Fig. 1: register map, names as in the netlist
Bar = 20 µm. Other sequential cells in the stronger grey, the rest of the logic in the fainter grey.
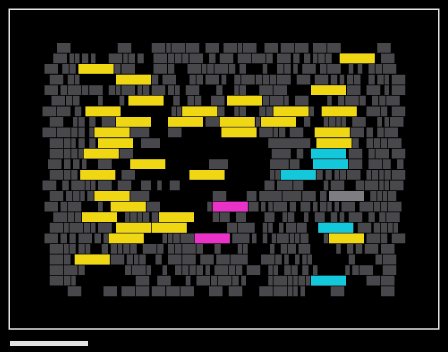
Fig. 2: the clock network
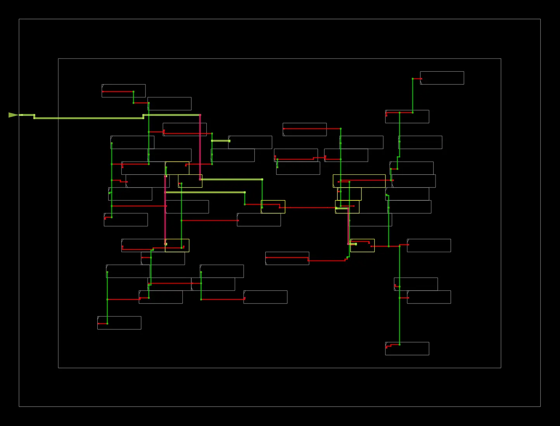
Fig. 3: ports around the boundary
Pins as bars across the die edge, other pins in grey.
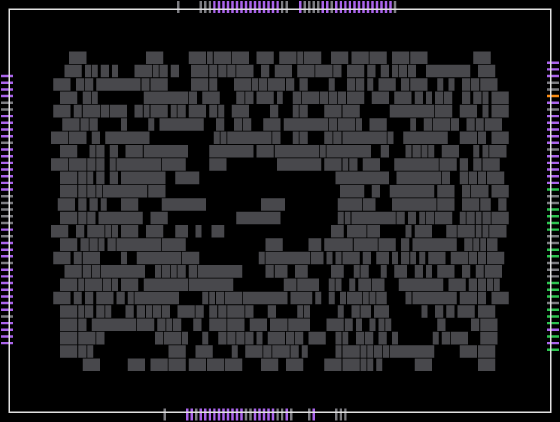
Fig. 4: metal layers overlaid
Two of the layers only.
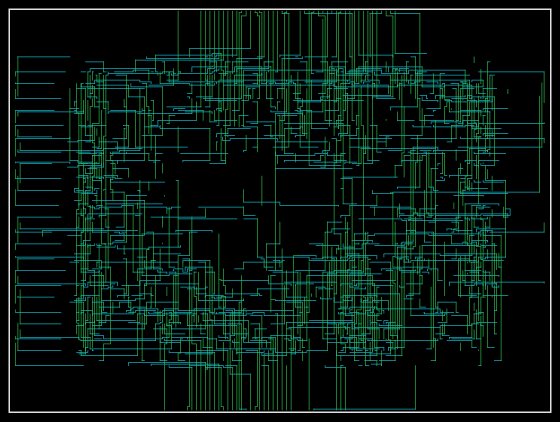
===== src/rtl/regfile_write_arbiter_if.sv =====
// Writeback bus between the execution units and the register-file write arbiter.
// The slave modport is the arbiter's view; master is the producer/register-file side.
interface regfile_write_arbiter_if #(
    parameter int WIDTH  = 32,
    parameter int ADDR_W = 5,
    parameter int NREQ   = 3
);
    logic                     stall;
    logic [NREQ-1:0]          req_valid;
    logic [NREQ*ADDR_W-1:0]   req_addr;
    logic [NREQ*WIDTH-1:0]    req_data;
    logic [NREQ-1:0]          req_ready;
    logic                     wr_en;
    logic [ADDR_W-1:0]        wr_addr;
    logic [WIDTH-1:0]         wr_data;

    modport master (
        output stall, req_valid, req_addr, req_data,
        input  req_ready, wr_en, wr_addr, wr_data
    );

    modport slave (
        input  stall, req_valid, req_addr, req_data,
        output req_ready, wr_en, wr_addr, wr_data
    );
endinterface


===== src/rtl/regfile_write_arbiter.sv =====
// Round-robin arbiter sharing the single register-file write port among NREQ producers.
// Grant is combinational; the winning address/data are registered onto the write port.
module regfile_write_arbiter #(
    parameter int WIDTH  = 32,
    parameter int ADDR_W = 5,
    parameter int NREQ   = 3
) (
    input  logic                    clk,
    input  logic                    rstn,
    regfile_write_arbiter_if.slave  bus
);
    localparam int PTR_W = (NREQ > 1) ? $clog2(NREQ) : 1;

    logic [PTR_W-1:0]  r_ptr;
    logic              r_wr_en;
    logic [ADDR_W-1:0] r_wr_addr;
    logic [WIDTH-1:0]  r_wr_data;

    logic              w_gnt_vld;
    logic [PTR_W-1:0]  w_gnt;
    logic [NREQ-1:0]   w_ready;
    logic [ADDR_W-1:0] w_sel_addr;
    logic [WIDTH-1:0]  w_sel_data;
    logic [PTR_W-1:0]  w_ptr_nxt;

    // Walk downward from the farthest offset so the nearest valid index at/after ptr wins.
    always_comb begin
        int idx;
        idx       = 0;
        w_gnt_vld = 1'b0;
        w_gnt     = '0;
        for (int k = NREQ - 1; k >= 0; k--) begin
            idx = int'(r_ptr) + k;
            if (idx >= NREQ) idx = idx - NREQ;
            if (bus.req_valid[idx]) begin
                w_gnt_vld = 1'b1;
                w_gnt     = PTR_W'(idx);
            end
        end
        // Reset forces ready low even before the first edge sees rstn.
        if (bus.stall || !rstn) w_gnt_vld = 1'b0;
    end

    always_comb begin
        w_sel_addr = '0;
        w_sel_data = '0;
        for (int i = 0; i < NREQ; i++) begin
            if (w_gnt == PTR_W'(i)) begin
                w_sel_addr = bus.req_addr[i*ADDR_W +: ADDR_W];
                w_sel_data = bus.req_data[i*WIDTH +: WIDTH];
            end
        end
    end

    for (genvar i = 0; i < NREQ; i++) begin : g_ready
        assign w_ready[i] = w_gnt_vld && (w_gnt == PTR_W'(i));
    end

    assign w_ptr_nxt = (w_gnt == PTR_W'(NREQ - 1)) ? '0 : w_gnt + PTR_W'(1);

    always_ff @(posedge clk or negedge rstn) begin
        if (!rstn) begin
            r_ptr     <= '0;
            r_wr_en   <= 1'b0;
            r_wr_addr <= '0;
            r_wr_data <= '0;
        end else begin
            // Register 0 is hard-wired: the write is consumed but never enabled.
            r_wr_en <= w_gnt_vld && (w_sel_addr != '0);
            if (w_gnt_vld) begin
                r_ptr     <= w_ptr_nxt;
                r_wr_addr <= w_sel_addr;
                r_wr_data <= w_sel_data;
            end
        end
    end

    assign bus.req_ready = w_ready;
    assign bus.wr_en     = r_wr_en;
    assign bus.wr_addr   = r_wr_addr;
    assign bus.wr_data   = r_wr_data;
endmodule


===== src/flat_wrapper.sv =====
// flat-port wrapper written by rule: the top's interface ports become plain ports
module regfile_write_arbiter_flat 
#(
    parameter int WIDTH  = 32,
    parameter int ADDR_W = 5,
    parameter int NREQ   = 3
)
  (clk, rstn, bus_stall, bus_req_valid, bus_req_addr, bus_req_data, bus_req_ready, bus_wr_en, bus_wr_addr, bus_wr_data);
  regfile_write_arbiter_if #(.WIDTH(WIDTH), .ADDR_W(ADDR_W), .NREQ(NREQ)) bus_i ();
  input  logic clk;
  input  logic rstn;
  input wire logic [$bits(bus_i.stall)-1:0] bus_stall;
  input wire logic [$bits(bus_i.req_valid)-1:0] bus_req_valid;
  input wire logic [$bits(bus_i.req_addr)-1:0] bus_req_addr;
  input wire logic [$bits(bus_i.req_data)-1:0] bus_req_data;
  output wire logic [$bits(bus_i.req_ready)-1:0] bus_req_ready;
  output wire logic [$bits(bus_i.wr_en)-1:0] bus_wr_en;
  output wire logic [$bits(bus_i.wr_addr)-1:0] bus_wr_addr;
  output wire logic [$bits(bus_i.wr_data)-1:0] bus_wr_data;
  assign bus_i.stall = bus_stall;
  assign bus_i.req_valid = bus_req_valid;
  assign bus_i.req_addr = bus_req_addr;
  assign bus_i.req_data = bus_req_data;
  assign bus_req_ready = bus_i.req_ready;
  assign bus_wr_en = bus_i.wr_en;
  assign bus_wr_addr = bus_i.wr_addr;
  assign bus_wr_data = bus_i.wr_data;
  regfile_write_arbiter #(.WIDTH(WIDTH), .ADDR_W(ADDR_W), .NREQ(NREQ)) u_core (.clk(clk), .rstn(rstn), .bus(bus_i));
endmodule

===== config.mk =====
export PLATFORM = sky130hd
export DESIGN_NAME = regfile_write_arbiter_flat
export DESIGN_NICKNAME = d
export VERILOG_FILES = /design/src/rtl/regfile_write_arbiter_if.sv /design/src/rtl/regfile_write_arbiter.sv /design/src/flat_wrapper.sv
export SDC_FILE = /design/constraint.sdc
export NUM_CORES = 1
export LEC_CHECK = 0
export ABC_AREA = 1
export CAP_MARGIN = 15
export CORE_ASPECT_RATIO = 0.7
export CORE_MARGIN = 8
export CORE_UTILIZATION = 40
export DETAILED_ROUTE_END_ITERATION = 6
export MAX_ROUTING_LAYER = met4
export PLACE_DENSITY = 0.95
export SLEW_MARGIN = 10
export SYNTH_ARGS = -nofsm -noshare
export SYNTH_HDL_FRONTEND = slang
export SYNTH_SLANG_ARGS = --single-unit

===== constraint.sdc =====
create_clock -name clk -period 2.9 [get_ports clk]
set_input_delay 0.58 -clock clk [delete_from_list [all_inputs] [get_ports clk]]
set_output_delay 0.58 -clock clk [all_outputs]
set_load 0.01 [all_outputs]

==> summary.rpt <==
RUN METRICS
----------------------------------------------------
[Worst setup path]
  Path depth of the worst reg2reg path ........................ 15
  Critical Path, Cell by Cell ........................ inv_1 -> ha_1 -> inv_1 -> nand3_1 -> buf_4 -> a21oi_2 -> nand2_2 -> nand2_4 -> inv_2 -> nor2_1 -> clkdlybuf4s15_1
  Reg-to-Reg End ........................ u_core.bus.wr_en
  Critical path class ........................ reg -> out
  Critical Path Max Stage Delay ........................ 0.36 ns
  Max Fanout on Critical Path ........................ 4

[Yosys]
  Summed standard-cell area reported by yosys ........................ 0.00247 mm²
  Syn Std Cell Area ........................ 0.00247 mm²
  YS warnings ........................ 0

[Final timing]
  Clock skew after layout ........................ 0.00297 ns
  Worst relative slew slack ........................ 0.669
  Sum of negative setup slack ........................ 0 ns

[Clock network]
  Clock latency on the worst-skew pair ........................ 0.28 ns

[Placement]
  Instance area at placement ........................ 0.00410 mm²

[Floorplanning]
  Starting Density ........................ 0.406

[Route]
  First drt pass iteration count ........................ 4
  Remaining design rule violation count ........................ 0

[Global route]
  Total overflow reported by the global router ........................ 0
  Number of global-route vias before repair ........................ 3083

[Run status]
  Result of the run ........................ complete, no violations

----------------------------------------------------
Notes on Fig. 1 above:
- `u_core.bus.wr_data`: yellow (placed flops 32)
- `u_core.bus.wr_addr`: cyan (placed flops 5; where east)
- `u_core.r_ptr`: magenta (placed flops 2)
Sequential Power: 0.000984 W
Final Core Density: 0.693
fraction of standard cell area that is sequential: 0.237
Register Area: 0.00100 mm²

Notes on Fig. 2 above:
flop count: 40
number of buffers inserted during clock tree synthesis: 5
number of clock buffers in the layout: 7
number of clock sinks: 40
reported clock group power: 0.000494 W

Notes on Fig. 3 above:
- `bus_req_data`: purple (pins 96; direction input; edge 31 north, 30 west, 19 south, 16 east)
- `rstn`: orange (pins 1; direction input; edge east)
- `bus_req_addr`: green (pins 15; direction input; edge east)
- all pins by edge: 44 east, 43 north, 41 west, 30 south
Chip Width: 110 µm
tally of buffers added on design ports: 157
height of the die: 81.8 µm

Notes on Fig. 4 above:
- met1: cyan (wire length 3800 µm)
- met2: green (wire length 4500 µm)
overall routed net length: 9390 µm
routed vias: 2981
wire length per cell after detailed routing: 16.2 µm
global routing usage summed across all routing layers: 0.213

## worst register-to-register path: cells and delay by family (launching register included)
kind / cells / cell delay [ns]
adder cells (fa/ha/maj): 1 / 0.35
buffers and inverters: 3 / 0.55
flip-flops: 1 / 0.36
AND/OR/NAND/NOR: 11 / 1.02
## layer usage
metal  track usage  routed length [µm]  vias to the layer above
li1              -                   -                     1450
met1         0.246                3800                     1381
met2         0.358                4500                      137
met3        0.0682                1000                       13
met4        0.0403                  85                        0
met5             -                   0                        -
## final cells by class
type	count	area (µm²)
clock buffers	7	96.3
clock inverters	1	30.0
multi-input cells	237	1170
inverters	45	169
fillers	492	1870
flip-flops and latches	40	1000
well taps	78	97.6
repair buffers	170	1660
## power by group
| group | total, W | leakage (nW) | internal [W] | switching [W] |
|---|---|---|---|---|
| sequential | 0.000984 | 0.456 | 0.000839 | 0.000145 |
| clock | 0.000494 | 0.0645 | 0.000304 | 0.000190 |
| combinational | 0.00306 | 1.34 | 0.00128 | 0.00178 |
| total | 0.00453 | 1.86 | 0.00242 | 0.00212 |
## synth_stat cells
| cell | instances | area (µm²) |
|---|---|---|
| a21oi_2 | 2 | 17.5 |
| buf_6 | 2 | 22.5 |
| nand3_2 | 1 | 10.0 |
| nand2_4 | 1 | 11.3 |
| dfrtp_1 | 40 | 1000 |
| buf_4 | 7 | 52.6 |
| a21oi_1 | 33 | 165 |
| nand2_2 | 2 | 12.5 |
| o21bai_1 | 2 | 15.0 |
| inv_2 | 4 | 15.0 |
| inv_1 | 41 | 154 |
| o21ai_1 | 40 | 200 |
| clkbuf_1 | 4 | 15.0 |
| or2_0 | 2 | 12.5 |
| ha_1 | 3 | 37.5 |
| a21oi_4 | 1 | 16.3 |
| or2_1 | 1 | 6.26 |
| buf_1 | 2 | 7.51 |
| buf_2 | 8 | 40.0 |
| nor2_1 | 8 | 30.0 |
| nand3_1 | 82 | 410 |
| nand2_1 | 59 | 221 |
## metrics by stage
stage	std cells	hold slack, ns
6_report	578	0.357
4_1_cts	578	0.382
3_3_place_gp	570	0.468
3_5_place_dp	570	0.470
2_1_floorplan	345	0.284
5_1_grt	578	0.402
## sequential cells by signal, summed over array words and instances (netlist names)
signal and cells:
u_core.bus.wr_data 32, u_core.bus.wr_addr 5, u_core.r_ptr 2, u_core.bus.wr_en 1
## cell families (layout without fill, tap and decap cells)
logic type / count (synthesis) / after routing / share of synthesized area
AOI/OAI and AO/OA: 78 / 78 / 0.167
buffers and inverters: 68 / 223 / 0.124
DFF: 40 / 40 / 0.405
and+or+nand+nor: 156 / 156 / 0.289
adders and majority gates: 3 / 3 / 0.0152
## worst max path at each step
stage	startpoint	endpoint	slack [ns]	cells after the start
finish	u_core.r_ptr[0]	bus_req_ready[2]	0.15	11
global placement	bus_req_valid[1]	bus_req_ready[0]	-0.07	9
detailed placement	bus_req_valid[2]	bus_req_ready[0]	-0.14	10
floorplan	u_core.r_ptr[0]	bus_req_ready[0]	0.68	11
CTS	u_core.r_ptr[0]	bus_req_ready[0]	0.09	12
global route	u_core.r_ptr[0]	bus_req_ready[1]	0.02	11
## timing repair
action / CTS / global route
gates resized: 3 / 4
endpoints found under the hold margin: 0 / 0
endpoints found under the setup margin: 3 / 3
Power and IR drop assume default switching activity.
